### config.mk
export PLATFORM = sky130hd
export DESIGN_NAME = l2_host_tag_sched
export DESIGN_NICKNAME = d
export VERILOG_FILES = /design/src/rtl/l2_host_tag_sched.sv
export SDC_FILE = /design/constraint.sdc
export NUM_CORES = 1
export LEC_CHECK = 0
export CAP_MARGIN = 20
export CORE_MARGIN = 2
export CORE_UTILIZATION = 53
export DETAILED_ROUTE_END_ITERATION = 8
export PLACE_DENSITY = 0.81
export SKIP_LAST_GASP = 1
export SYNTH_ARGS = -nofsm -noshare
export SYNTH_HDL_FRONTEND = slang
export SYNTH_SLANG_ARGS = --single-unit
### constraint.sdc
create_clock -name clk -period 4.7 [get_ports clk]
set_input_delay 0.94 -clock clk [delete_from_list [all_inputs] [get_ports clk]]
set_output_delay 0.94 -clock clk [all_outputs]
set_load 0.05 [all_outputs]
### src/rtl/l2_host_tag_sched.sv
// l2_host_tag_sched
// Schedules host read requests from per-channel request merges onto the
// single host request port. Round-robin arbitration is gated by a
// per-channel outstanding limit and a global tag pool. Responses are looked
// up by tag to recover the sid, and the tag and channel credit are released.
//
// Ports:
//   clk, reset           clock, asynchronous active-low reset
//   i_req_v/r/ea/sid     per-channel request inputs (packed by channel)
//   o_req_v/r/ea/tag     host request output register (1 entry)
//   i_rsp_v/r/tag        host response input
//   o_rsp_v/r/sid        demuxed response output register (1 entry)
//   o_idle               no tags allocated and both output registers empty
//   o_err                sticky error, present only with L2_TAG_SCHED_ERR_CHK_EN
//
// Optional: define L2_TAG_SCHED_ERR_CHK_EN to add o_err and its checkers.
module l2_host_tag_sched #(
    parameter int addr_width   = 64,
    parameter int nstrms       = 64,
    parameter int nstrms_width = $clog2(nstrms),
    parameter int channels     = 4,
    parameter int ntags        = 32,
    parameter int tag_width    = $clog2(ntags),
    parameter int max_out      = 8,
    parameter int cnt_width    = $clog2(max_out + 1)
) (
    input  logic                             clk,
    input  logic                             reset,
    input  logic [channels-1:0]              i_req_v,
    output logic [channels-1:0]              i_req_r,
    input  logic [channels*addr_width-1:0]   i_req_ea,
    input  logic [channels*nstrms_width-1:0] i_req_sid,
    output logic                             o_req_v,
    input  logic                             o_req_r,
    output logic [addr_width-1:0]            o_req_ea,
    output logic [tag_width-1:0]             o_req_tag,
    input  logic                             i_rsp_v,
    output logic                             i_rsp_r,
    input  logic [tag_width-1:0]             i_rsp_tag,
    output logic                             o_rsp_v,
    input  logic                             o_rsp_r,
    output logic [nstrms_width-1:0]          o_rsp_sid,
    output logic                             o_idle
`ifdef L2_TAG_SCHED_ERR_CHK_EN
    ,
    output logic                             o_err
`endif
);

    localparam int chan_width = $clog2(channels);

    logic [ntags-1:0]                  free;
    logic [nstrms_width-1:0]           tbl_sid  [ntags];
    logic [chan_width-1:0]             tbl_chan [ntags];
    logic [channels-1:0][cnt_width-1:0] cnt;
    logic [chan_width-1:0]             rr;

    logic                  ld;
    logic                  grant;
    logic [chan_width-1:0] winner;
    logic [chan_width-1:0] idx;
    logic [tag_width-1:0]  alloc_tag;
    logic                  alloc_found;
    logic                  rsp_hs;
    logic                  rsp_hit;
    logic [chan_width-1:0] rsp_chan;
    logic                  dec_ok;

    assign ld       = !o_req_v || o_req_r;
    assign i_rsp_r  = !o_rsp_v || o_rsp_r;
    assign rsp_hs   = i_rsp_v && i_rsp_r;
    assign rsp_hit  = rsp_hs && !free[i_rsp_tag];
    assign rsp_chan = tbl_chan[i_rsp_tag];
    // A decrement of an empty counter can only come from a corrupted table;
    // it is dropped rather than wrapping.
    assign dec_ok   = rsp_hit && (cnt[rsp_chan] != '0);
    assign o_idle   = (&free) && !o_req_v && !o_rsp_v;

    // Round-robin scan starting at rr; the chan_width-wide add wraps.
    always_comb begin
        grant  = 1'b0;
        winner = '0;
        idx    = '0;
        if (ld && (|free)) begin
            for (int k = 0; k < channels; k++) begin
                idx = rr + chan_width'(k);
                if (!grant && i_req_v[idx] && (cnt[idx] < cnt_width'(max_out))) begin
                    grant  = 1'b1;
                    winner = idx;
                end
            end
        end
    end

    always_comb begin
        i_req_r = '0;
        if (grant) i_req_r[winner] = 1'b1;
    end

    // Lowest free tag, taken from the mask before this cycle's release.
    always_comb begin
        alloc_tag   = '0;
        alloc_found = 1'b0;
        for (int t = 0; t < ntags; t++) begin
            if (!alloc_found && free[t]) begin
                alloc_tag   = tag_width'(t);
                alloc_found = 1'b1;
            end
        end
    end

    always_ff @(posedge clk or negedge reset) begin
        if (!reset) begin
            o_req_v   <= 1'b0;
            o_req_ea  <= '0;
            o_req_tag <= '0;
            rr        <= '0;
        end else if (ld) begin
            o_req_v <= grant;
            if (grant) begin
                o_req_ea  <= i_req_ea[winner*addr_width +: addr_width];
                o_req_tag <= alloc_tag;
                rr        <= winner + chan_width'(1);
            end
        end
    end

    always_ff @(posedge clk or negedge reset) begin
        if (!reset) begin
            o_rsp_v   <= 1'b0;
            o_rsp_sid <= '0;
        end else if (rsp_hit) begin
            o_rsp_v   <= 1'b1;
            o_rsp_sid <= tbl_sid[i_rsp_tag];
        end else if (o_rsp_r) begin
            o_rsp_v <= 1'b0;
        end
    end

    // Allocated and released tags in one cycle are always distinct.
    always_ff @(posedge clk or negedge reset) begin
        if (!reset) begin
            free <= '1;
            for (int t = 0; t < ntags; t++) begin
                tbl_sid[t]  <= '0;
                tbl_chan[t] <= '0;
            end
        end else begin
            if (grant) begin
                free[alloc_tag]     <= 1'b0;
                tbl_sid[alloc_tag]  <= i_req_sid[winner*nstrms_width +: nstrms_width];
                tbl_chan[alloc_tag] <= winner;
            end
            if (rsp_hit) free[i_rsp_tag] <= 1'b1;
        end
    end

    always_ff @(posedge clk or negedge reset) begin
        if (!reset) begin
            cnt <= '0;
        end else begin
            for (int c = 0; c < channels; c++) begin
                if ((grant && winner == chan_width'(c)) && !(dec_ok && rsp_chan == chan_width'(c)))
                    cnt[c] <= cnt[c] + cnt_width'(1);
                else if (!(grant && winner == chan_width'(c)) && (dec_ok && rsp_chan == chan_width'(c)))
                    cnt[c] <= cnt[c] - cnt_width'(1);
            end
        end
    end

`ifdef L2_TAG_SCHED_ERR_CHK_EN
    logic                  err;
    logic                  stall_q;
    logic [addr_width-1:0] ea_q;
    logic [tag_width-1:0]  tag_q;

    always_ff @(posedge clk or negedge reset) begin
        if (!reset) begin
            err     <= 1'b0;
            stall_q <= 1'b0;
            ea_q    <= '0;
            tag_q   <= '0;
        end else begin
            stall_q <= o_req_v && !o_req_r;
            ea_q    <= o_req_ea;
            tag_q   <= o_req_tag;
            if ((rsp_hs && free[i_rsp_tag]) ||
                (rsp_hit && cnt[rsp_chan] == '0) ||
                (stall_q && (ea_q != o_req_ea || tag_q != o_req_tag)))
                err <= 1'b1;
        end
    end

    assign o_err = err;
`endif

endmodule

power_grid.png
Pins as bars on the die edge. Tap cells in gray.
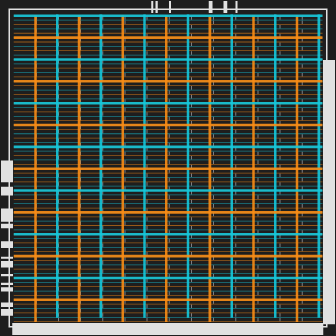
[VDD] cyan
[VSS] orange
met4 straps: 14
met1 rails: 71
rows: 70
met5 straps: 14
tap cells: 468
Worst IR Drop VDD: 413 uV
die width: 197 um
placeable core region: 36600 um2
Die Y: 197 um

placement_by_type.png
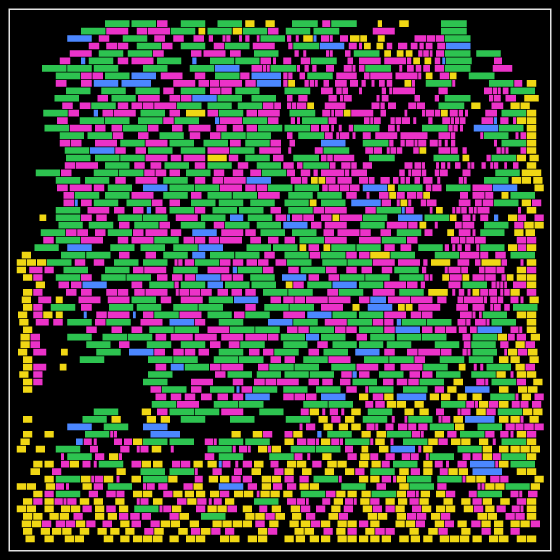
[combinational and other logic] magenta | cells: 973
[sequential cells] green | cells: 383
[clock drivers and dummy loads] blue | cells: 75
[remaining buffers and delay cells] yellow | cells: 427
final instance area: 25500 um2
share of the final layout cell area in sequential cells: 37.7%

==> flow report <==
GLOBAL ROUTING
-----------------------------------------------------------------------
Number of global-route vias before repair                         15300
GRT Total Usage                                                   33.4%
Grt total ovfl                                                        0
First-pass GRT wire length                                      96.3 mm

LAYOUT
-----------------------------------------------------------------------
Most instantiated logic cells after routing                sky130_fd_sc_hd__clkdlybuf4s50_1 (369), sky130_fd_sc_hd__dfrtp_1 (351), sky130_fd_sc_hd__mux2_2 (258), sky130_fd_sc_hd__mux2i_1 (149), sky130_fd_sc_hd__nor2_1 (101)
Top flop regs                                              tbl_sid x192, o_req_ea x64, tbl_chan x64
Fraction of layout cells with a size suffix above 1               29.2%

CRITICAL PATH
-----------------------------------------------------------------------
Largest fanout on the critical path                                   9
Arrival time of data at the critical path endpoint              3.25 ns
CP top delay family                                        simple AND/OR/NAND/NOR gates
Endpoint of the lowest-slack register-to-register path     cnt[7]$_DFFE_PN0P_
Critical Path End                                            i_req_r[2]
Biggest cell delay along the critical path                      0.63 ns
Critical path start-end classification                       reg -> out
Worst r2r path cells                                                 15
Buffers and inverters on the worst path                               2

YOSYS
-----------------------------------------------------------------------
Area share of and/or/nand/nor cells after synthesis               7.12%
Adder-cell share of the synthesized area                          1.42%
Complex Gates by Area                                             6.55%
Mean Syn Cell Area                                             13.5 um2
Top cells, area                                            sky130_fd_sc_hd__dfrtp_1 (45%), sky130_fd_sc_hd__mux2_2 (15%), sky130_fd_sc_hd__mux4_2 (9.8%)
YS warnings                                                           0
Unique cell types                                                    66
Ys async rst share                                                 100%
Post-synthesis cell count                                          1463

POWER AND IR DROP
-----------------------------------------------------------------------
Proportion of power drawn by the clock network                    21.2%
Reported combinational group power                            0.00742 W
Sw power                                                      0.00656 W
Reported leakage power                                          11.0 nW
Switching Fraction                                                41.1%
Group with the largest share of power                      combinational cells
Internal power component                                      0.00941 W
Tot Pwr                                                        0.0160 W

DETAILED ROUTING
-----------------------------------------------------------------------
Per-cell routed wire length                                     27.6 um
Metal-1 WL                                                      25.5 mm
Antenna violation net count after detailed routing                    0
Detailed route wirelength on metal3                             5.77 mm
Detail-routed via count per cell                                   6.33
Wire length on met2                                             30.1 mm

CLOCK NETWORK
-----------------------------------------------------------------------
Root Driver                                                sky130_fd_sc_hd__clkbuf_16
Clock Path Buffers                                                    3
TritonCTS Buffers                                                    41
Postcts setup bufs                                                    0
Reg clk slew, reported paths                                    0.06 ns
CTS tree                                                          built

PLACE
-----------------------------------------------------------------------
Port Buf Inserts                                                    376
Inst Count DP                                                      2251
Global placer's final weighted congestion                         0.942

STA
-----------------------------------------------------------------------
Final critical delay including setup and external delays        4.19 ns
Total Negative Setup Slacks                                        0 ns
RSZ-0062 raised after global routing                              false
Remaining max-slew budget at the tightest pin                     31.4%

STATUS
-----------------------------------------------------------------------
Run status                                                 finished, final reports clean

DIE
-----------------------------------------------------------------------
Chip area                                                     38700 um2
I/O pin count                                                       377
Initial core utilization                                          53.8%

RUN
-----------------------------------------------------------------------
Tally of max-capacitance violations                                   0

clk_routes.png
Bar = 50 um.
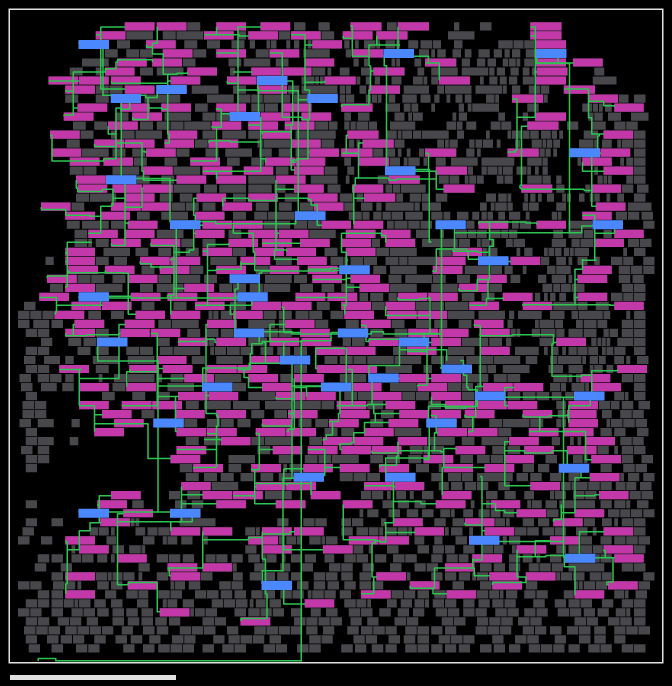
[flip-flops] magenta | count: 383
[clock drivers] blue | count: 41
[clock wires] green | length: 4660 um
flops lie: spread over the die
routed clock nets: 42
clock latency on the worst-skew pair: 0.56 ns
Power Clock: 0.00339 W

-- cell usage after synthesis, types with 4 or more instances --
library cell	n
sky130_fd_sc_hd__dfrtp_1	351
sky130_fd_sc_hd__mux2_2	258
sky130_fd_sc_hd__mux2i_1	155
sky130_fd_sc_hd__nor2_1	105
sky130_fd_sc_hd__mux4_2	86
sky130_fd_sc_hd__a221oi_1	67
sky130_fd_sc_hd__clkbuf_1	54
sky130_fd_sc_hd__buf_2	35
sky130_fd_sc_hd__dfstp_2	32
sky130_fd_sc_hd__nand2_1	27
sky130_fd_sc_hd__inv_1	26
sky130_fd_sc_hd__o21ai_0	21
sky130_fd_sc_hd__a21oi_1	20
sky130_fd_sc_hd__a22o_1	16
sky130_fd_sc_hd__ha_1	16
sky130_fd_sc_hd__buf_1	15
sky130_fd_sc_hd__nand3_2	15
sky130_fd_sc_hd__xnor2_1	13
sky130_fd_sc_hd__nand3_1	12
sky130_fd_sc_hd__nor2b_1	11
sky130_fd_sc_hd__nor4_1	10
sky130_fd_sc_hd__nand4_1	9
sky130_fd_sc_hd__nor3_1	9
sky130_fd_sc_hd__and3_1	8
sky130_fd_sc_hd__a32o_1	6
sky130_fd_sc_hd__and2_1	6
sky130_fd_sc_hd__a21o_1	5
sky130_fd_sc_hd__nor4_2	5
sky130_fd_sc_hd__o2bb2ai_1	5
sky130_fd_sc_hd__a311oi_1	4
sky130_fd_sc_hd__fa_1	4
sky130_fd_sc_hd__nand2b_1	4
sky130_fd_sc_hd__or2_2	4
-- final cells by class --
type | instances | area (um2)
antenna | 4 | 10.0
clock buffer | 55 | 1120
clock inverter | 20 | 300
fill | 2616 | 11100
inverter | 26 | 97.6
multi-input combinational | 947 | 9560
sequential | 383 | 9620
tap | 468 | 586
timing repair buffer | 427 | 4220
Power figures rest on the tool's default switching activity, not on a simulated workload.
